### Sequential cells colored by netlist name

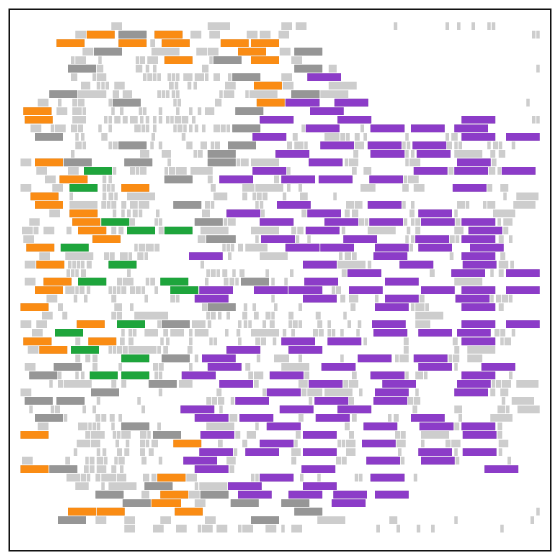
### Cell outlines without signal wires

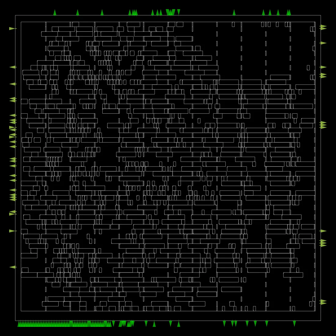
### Metal 2

The bar under the picture is 50 um long.
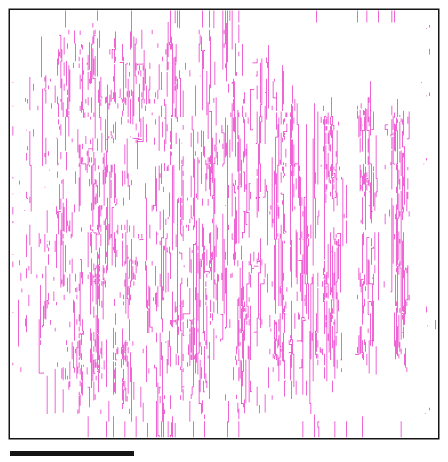
### Routed metal, one color a layer

Only two layers are drawn.
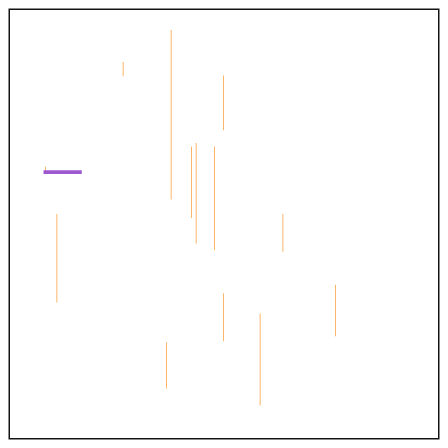
### Nets reached from selected ports

The bar under the picture is 50 um long.
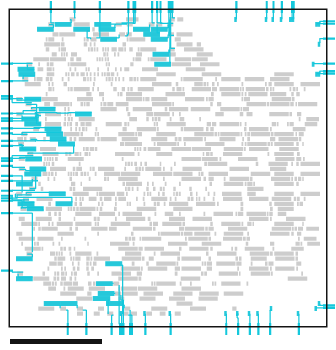
`src/rtl/dbg_emio_insig_if.sv`:
```
// Byte stream from the EMIO stimulus FIFO to the accelerator input.
// master drives data/last/valid and receives ready; slave is the accelerator side.
interface dbg_emio_insig_if;
    logic [7:0] in_data;
    logic       in_last;
    logic       in_valid;
    logic       in_ready;

    modport master (
        output in_data,
        output in_last,
        output in_valid,
        input  in_ready
    );

    modport slave (
        input  in_data,
        input  in_last,
        input  in_valid,
        output in_ready
    );
endinterface

```
`src/rtl/dbg_emio_insig.sv`:
```
// Debug stimulus source. Software pokes bytes through the EMIO GPIO word and
// toggles a push strobe for each one. The bytes are queued in a small FIFO and
// played out as a valid/ready/last stream. Level, flags and counters are
// reflected back on to_gpio so software can poll progress.
module dbg_emio_insig #(
    parameter int DEPTH = 16,
    parameter int AW    = 4
) (
    input  logic                   clk,
    input  logic                   reset,
    input  logic [63:0]            from_gpio,
    output logic [63:0]            to_gpio,
    dbg_emio_insig_if.master       in_if
);

    // ------------------------------------------------------------------
    // Types and constants
    // ------------------------------------------------------------------
    typedef enum logic [0:0] {
        ST_IDLE    = 1'b0,
        ST_PRESENT = 1'b1
    } state_e;

    localparam logic [AW:0]   LVL_ZERO  = '0;
    localparam logic [AW:0]   LVL_ONE   = (AW + 1)'(1);
    localparam logic [AW:0]   LVL_FULL  = (AW + 1)'(DEPTH);
    localparam logic [AW-1:0] PTR_ONE   = AW'(1);
    localparam logic [63:0]   GPIO_RST  = 64'h0000_0000_0000_0400;

    // GPIO word fields
    localparam int B_PUSH  = 9;
    localparam int B_CLEAR = 10;
    localparam int B_HOLD  = 11;

    // ------------------------------------------------------------------
    // Signals
    // ------------------------------------------------------------------
    // Only the low 12 bits of the GPIO word carry meaning.
    logic         unused_gpio_hi;
    assign unused_gpio_hi = ^from_gpio[63:12];

    logic [11:0]  g_q,  g_d;
    logic [11:0]  g_q2, g_q2_d;
    logic         sync_ok_q, sync_ok_d;

    logic         push_p;
    logic         clear_p;
    logic         hold;
    logic [8:0]   wentry;

    logic [8:0]   mem [DEPTH];
    logic [8:0]   head;

    logic [AW-1:0] wr_ptr_q, wr_ptr_d;
    logic [AW-1:0] rd_ptr_q, rd_ptr_d;
    logic [AW:0]   level_q,  level_d;
    logic          ovf_q,    ovf_d;
    logic [15:0]   beat_cnt_q,  beat_cnt_d;
    logic [15:0]   frame_cnt_q, frame_cnt_d;
    logic [63:0]   to_gpio_q,   to_gpio_d;

    logic          do_write;
    logic          do_pop;
    logic          pop_req;
    logic          in_valid;

    state_e        state_q, state_d;

    // ------------------------------------------------------------------
    // GPIO capture and strobe edge detection
    // ------------------------------------------------------------------
    // The first edge after reset loads both capture stages with the same
    // sample, so a strobe bit that is already high does not look like a rising
    // edge and cannot fire a push or clear out of reset.
    always_comb begin
        g_d       = from_gpio[11:0];
        g_q2_d    = sync_ok_q ? g_q : from_gpio[11:0];
        sync_ok_d = 1'b1;
    end

    assign push_p  = g_q[B_PUSH]  & ~g_q2[B_PUSH];
    assign clear_p = g_q[B_CLEAR] & ~g_q2[B_CLEAR];
    assign hold    = g_q[B_HOLD];
    assign wentry  = g_q[8:0];

    // ------------------------------------------------------------------
    // Stream outputs: head of the FIFO, valid from the registered state
    // ------------------------------------------------------------------
    assign head           = mem[rd_ptr_q];
    assign in_valid       = (state_q == ST_PRESENT);
    assign in_if.in_valid = in_valid;
    assign in_if.in_data  = head[7:0];
    assign in_if.in_last  = head[8];
    assign pop_req        = in_valid & in_if.in_ready;

    // ------------------------------------------------------------------
    // FIFO bookkeeping, overflow flag and beat/frame counters
    // ------------------------------------------------------------------
    // Clear wins over everything in its cycle: no write, no pop, no count.
    // A push into a full FIFO still lands if the head leaves in the same cycle.
    always_comb begin
        // NOTE: every output gets a default first so no path leaves it unassigned,
        // which would otherwise infer a latch.
        wr_ptr_d    = wr_ptr_q;
        rd_ptr_d    = rd_ptr_q;
        level_d     = level_q;
        ovf_d       = ovf_q;
        beat_cnt_d  = beat_cnt_q;
        frame_cnt_d = frame_cnt_q;
        do_write    = 1'b0;
        do_pop      = 1'b0;

        if (clear_p) begin
            wr_ptr_d    = '0;
            rd_ptr_d    = '0;
            level_d     = LVL_ZERO;
            ovf_d       = 1'b0;
            beat_cnt_d  = '0;
            frame_cnt_d = '0;
        end else begin
            do_pop   = pop_req;
            do_write = push_p & ((level_q != LVL_FULL) | pop_req);

            if (push_p && (level_q == LVL_FULL) && !pop_req) begin
                ovf_d = 1'b1;
            end

            if (do_write) begin
                wr_ptr_d = wr_ptr_q + PTR_ONE;
            end

            if (do_pop) begin
                rd_ptr_d   = rd_ptr_q + PTR_ONE;
                beat_cnt_d = beat_cnt_q + 16'd1;
                if (head[8]) begin
                    frame_cnt_d = frame_cnt_q + 16'd1;
                end
            end

            unique case ({do_write, do_pop})
                2'b10:   level_d = level_q + LVL_ONE;
                2'b01:   level_d = level_q - LVL_ONE;
                default: level_d = level_q;
            endcase
        end
    end

    // ------------------------------------------------------------------
    // Output state machine: next state
    // ------------------------------------------------------------------
    // While presenting, hold only matters when a beat is taken; after a pop
    // the next head follows without a bubble if more data is (or is becoming)
    // available and hold is low.
    always_comb begin
        state_d = state_q;
        unique case (state_q)
            ST_IDLE: begin
                if (!clear_p && (level_q != LVL_ZERO) && !hold) begin
                    state_d = ST_PRESENT;
                end
            end
            ST_PRESENT: begin
                if (clear_p) begin
                    state_d = ST_IDLE;
                end else if (in_if.in_ready) begin
                    if (!hold && ((level_q > LVL_ONE) || push_p)) begin
                        state_d = ST_PRESENT;
                    end else begin
                        state_d = ST_IDLE;
                    end
                end
            end
            default: state_d = ST_IDLE;
        endcase
    end

    // ------------------------------------------------------------------
    // Status word, one cycle behind the internal state
    // ------------------------------------------------------------------
    always_comb begin
        to_gpio_d = {16'h0000,
                     frame_cnt_q,
                     beat_cnt_q,
                     3'b000,
                     in_valid,
                     ovf_q,
                     (level_q == LVL_ZERO),
                     (level_q == LVL_FULL),
                     9'(level_q)};
    end

    assign to_gpio = to_gpio_q;

    // ------------------------------------------------------------------
    // Control and status registers
    // ------------------------------------------------------------------
    always_ff @(posedge clk or posedge reset) begin
        // NOTE: sequential state uses non-blocking assignment so every flop
        // samples the pre-edge value of its neighbours.
        if (reset) begin
            g_q         <= '0;
            g_q2        <= '0;
            sync_ok_q   <= 1'b0;
            wr_ptr_q    <= '0;
            rd_ptr_q    <= '0;
            level_q     <= LVL_ZERO;
            ovf_q       <= 1'b0;
            beat_cnt_q  <= '0;
            frame_cnt_q <= '0;
            state_q     <= ST_IDLE;
            to_gpio_q   <= GPIO_RST;
        end else begin
            g_q         <= g_d;
            g_q2        <= g_q2_d;
            sync_ok_q   <= sync_ok_d;
            wr_ptr_q    <= wr_ptr_d;
            rd_ptr_q    <= rd_ptr_d;
            level_q     <= level_d;
            ovf_q       <= ovf_d;
            beat_cnt_q  <= beat_cnt_d;
            frame_cnt_q <= frame_cnt_d;
            state_q     <= state_d;
            to_gpio_q   <= to_gpio_d;
        end
    end

    // ------------------------------------------------------------------
    // FIFO storage write port
    // ------------------------------------------------------------------
    // NOTE: the storage array has no reset; pointers and level define which
    // entries are meaningful, so stale contents are never presented.
    always_ff @(posedge clk) begin
        if (do_write) begin
            mem[wr_ptr_q] <= wentry;
        end
    end

endmodule
```
`src/flat_wrapper.sv`:
```
// flat-port wrapper written by rule: the top's interface ports become plain ports
module dbg_emio_insig_flat 
#(
    parameter int DEPTH = 16,
    parameter int AW    = 4
)
  (clk, reset, from_gpio, to_gpio, in_if_in_data, in_if_in_last, in_if_in_valid, in_if_in_ready);
  dbg_emio_insig_if in_if_i ();
  input  logic clk;
  input  logic reset;
  input  logic [63:0] from_gpio;
  output logic [63:0] to_gpio;
  output wire logic [$bits(in_if_i.in_data)-1:0] in_if_in_data;
  output wire logic [$bits(in_if_i.in_last)-1:0] in_if_in_last;
  output wire logic [$bits(in_if_i.in_valid)-1:0] in_if_in_valid;
  input wire logic [$bits(in_if_i.in_ready)-1:0] in_if_in_ready;
  assign in_if_in_data = in_if_i.in_data;
  assign in_if_in_last = in_if_i.in_last;
  assign in_if_in_valid = in_if_i.in_valid;
  assign in_if_i.in_ready = in_if_in_ready;
  dbg_emio_insig #(.DEPTH(DEPTH), .AW(AW)) u_core (.clk(clk), .reset(reset), .from_gpio(from_gpio), .to_gpio(to_gpio), .in_if(in_if_i));
endmodule
```
`config.mk`:
```
export PLATFORM = sky130hd
export DESIGN_NAME = dbg_emio_insig_flat
export DESIGN_NICKNAME = d
export VERILOG_FILES = /design/src/rtl/dbg_emio_insig_if.sv /design/src/rtl/dbg_emio_insig.sv /design/src/flat_wrapper.sv
export SDC_FILE = /design/constraint.sdc
export NUM_CORES = 1
export LEC_CHECK = 0
export ABC_AREA = 1
export CAP_MARGIN = 15
export CORE_MARGIN = 3
export CORE_UTILIZATION = 37
export DETAILED_ROUTE_END_ITERATION = 10
export PLACE_DENSITY_LB_ADDON = 0.08
export RECOVER_POWER = 100
export SYNTH_ARGS = -nofsm -noshare
export SYNTH_HDL_FRONTEND = slang
export SYNTH_SLANG_ARGS = --single-unit
```
`constraint.sdc`:
```
create_clock -name clk -period 4.2 [get_ports clk]
set_input_delay 0.84 -clock clk [delete_from_list [all_inputs] [get_ports clk]]
set_output_delay 0.84 -clock clk [all_outputs]
set_load 0.1 [all_outputs]
```
==> changes_impl.md <==
### Metrics

* CTS tree: built
* Post-CTS Setup Repair Bufs at 0
* Synthesized area at 0.0102 mm2
* Register bit total from synthesis at ~250
* Crit Path Max Fanout at about 65
* Inserted Diodes at 0
* Fin Clk Skew at ~18 ps
* Worst Hold Class: register to register
* Max Clk Rate at approximately 0.27 GHz
* Crit start category: register
* Slew headroom at -62.1%
* Final Hold Vio Count at 0
* DR vias at approximately 6700
* Placed insts at ~1300
* Crit path DAT at 2810 ps
* Final Cycle Share at between 80% and 90%
* Area added between synthesis and finish at 19.0%
* Placer Congestion at approximately 0.8
* Dpl hpwl at about 14000 um
* Iter 0 DRT Violations at about 410
* Distinct cells, synth at 37
* Drt wl/cell at approximately 17 um
* Hold endpoint: u_core.to_gpio[11]
* Initial Utilization at between 30% and 40%
* Top-Level Pins at around 140
* R2r endpoint: u_core.level_q[1]
* Max-cap violations at 2
* CTS Buf Count at 28
* Worst reg2reg path depth at 6
* GRT Residual Overflow at 0
* Delay-heaviest family, CP: buffers and inverters
* Failing checks: max-capacitance violations, max-slew violations
* Flip-flops with a built-in enable at about 140
* Layout cells sized above 1 at under 10%
* Insertion Delay late pin at 540 ps
* Lkg Pwr at a little under 5 nW
* R2r startpoint: u_core.g_q[10]
* Tool warnings at ~84
* Via density at 4.89
* GR Util met1 at 22.9%
* Synth warn at 0
* Critical path type: register to primary output
* Number of global-route vias before repair at around 6500
* Die width at 172 um
* Total Wirelength at roughly 23000 um
* Crit path buf inv count at 3
* Clk slew on worst S/H paths at about 60 ps
* Setup crit end kind: primary output
* Resized Gates After CTS at 0
* DRT antenna net count at 0
* Nets at 1052
* Crit path max-delay cell type: clkbuf_4
* Outcome: finished, violations left
* PwrDens at roughly 670 mW/mm2
* Cts hold-fix bufs at 0
* Met3 Track Usage GR at roughly 2.8%
* Critical path cell sequence: inv_2 -> clkbuf_4 -> o21ai_0 -> o221ai_1 -> o211ai_1 -> nand2_1 -> buf_4
* CP required at ~3400 ps
* DR DRC count at 0
* Clock period minus worst slack at about 3600 ps
* Ys cells at 893
* Max VDD drop at 386 uV
* Die height at 172 um
* Post-Syn Instances at a little under 900
* # rows at roughly 60
* Slew Viols, Final at around 110
* Seq/Total Area, Yosys at between 60% and 70%
-- 'Sequential cells colored by netlist name' (at the start) --
| netlist name | color | placed flops |
|---|---|---|
| `u_core.beat_cnt_q` | green | 16 |
| `u_core.mem` | purple | 144 |
| `u_core.to_gpio` | orange | 41 |
not colored: 46
post-layout util: 45.0%
sequential power: 2.85 mW

-- 'Cell outlines without signal wires' (at the start) --
Final Non-Filler Cells: 1368
Core Region: 0.0271 mm2
fillers: 2539
sequential cell area share: 56.6%

-- 'Metal 2' (at the start) --
main direction: vertical
longest straight run: 61.9 um
share of all routed wire: 47%
nets with wire on the layer: 769
wire length on this layer: 10900 um

-- 'Routed metal, one color a layer' (at the start) --
| layer | color | wire length |
|---|---|---|
| met5 | purple | 13.8 um |
| met4 | orange | 352 um |

-- 'Nets reached from selected ports' (at the start) --
| port | color | direction | edge | end cells | wire |
|---|---|---|---|---|---|
| `to_gpio` | cyan | output | 22 west, 18 north, 16 south, 8 east | 64 | 1080 um |

synthesized netlist by cell type (13+ instances only):
library cell,number
edfxtp_1,144
nor2_1,113
nand2_1,106
dfrtp_1,102
o21ai_0,85
inv_1,68
nand3_1,43
nand4_1,25
nor3_1,24
buf_4,23
o221ai_1,21
a21oi_1,20
buf_2,18
clkbuf_1,16
nand3_2,13
layer usage:
metal / wire length, um / share of wire, %
met1: 11100 / 48
met2: 10900 / 47
met3: 998 / 4.3
met4: 352 / 1.5
met5: 13 / 0.056
flip-flops by register name, indices dropped and copies added (netlist names):
name	count
u_core.frame_cnt_q	16
u_core.g_q2	2
u_core.beat_cnt_q	16
u_core.to_gpio	41
u_core.in_if.in_valid	1
u_core.rd_ptr_q	4
u_core.mem	144
u_core.ovf_q	1
u_core.g_q	12
u_core.sync_ok_q	1
u_core.wr_ptr_q	4
u_core.level_q	5
metrics by stage:
step	area, um2	hold WS, ps	setup WS [ps]	utilization (%)
final	12200	378	552	45.0
after global routing	12200	405	357	45.0
after CTS	12300	383	825	45.3
after detailed placement	11400	369	871	41.9
after global placement	11400	373	933	41.9
after floorplan	10300	354	658	-
layout make-up:
cell class / instances / area, um2 / area share, %
sequential: 247 / 6900 / 56.6
multi-input combinational: 535 / 2770 / 22.7
timing repair buffer: 91 / 858 / 7.04
clock buffer: 42 / 845 / 6.93
tap: 372 / 465 / 3.82
inverter: 71 / 268 / 2.20
clock inverter: 10 / 77.6 / 0.636
how the worst max path moves through the flow:
stage | startpoint | endpoint | slack, ps | cells after the start
2_1_floorplan | reset | u_core.beat_cnt_q[0] | 660 | 1
3_3_place_gp | in_if_in_ready | u_core.mem[4][5] | 930 | 8
3_5_place_dp | in_if_in_ready | u_core.mem[4][2] | 870 | 8
4_1_cts | u_core.rd_ptr_q[1] | in_if_in_data[3] | 830 | 6
5_1_grt | u_core.rd_ptr_q[0] | in_if_in_last | 360 | 9
6_report | u_core.rd_ptr_q[0] | in_if_in_data[3] | 550 | 7
cell usage in the layout (no fill, tap or decap), types with 25 or more instances in the layout:
cell type      synthesis  routed
edfxtp_1             144     144
nor2_1               113     113
nand2_1              106     107
dfrtp_1              102     101
o21ai_0               85      85
inv_1                 68      68
dlygate4sd3_1          0      56
nand3_1               43      43
clkbuf_16              0      29
clkbuf_1              16      26
nand4_1               25      25
logic make-up after synthesis:
group,after synthesis,synth area share [%]
simple gates,332,14.8
flops,247,67.4
compound gates,154,8.83
xor+xnor,14,1.20
other cells,2,0.0733
buf+inv,133,6.35
fa+ha+maj,11,1.34
power breakdown:
group / switching (mW) / internal (mW)
registers: 0.128 / 2.72
logic: 2.15 / 0.737
clock network: 0.958 / 1.44
total: 3.24 / 4.90
Power and IR drop assume default switching activity.
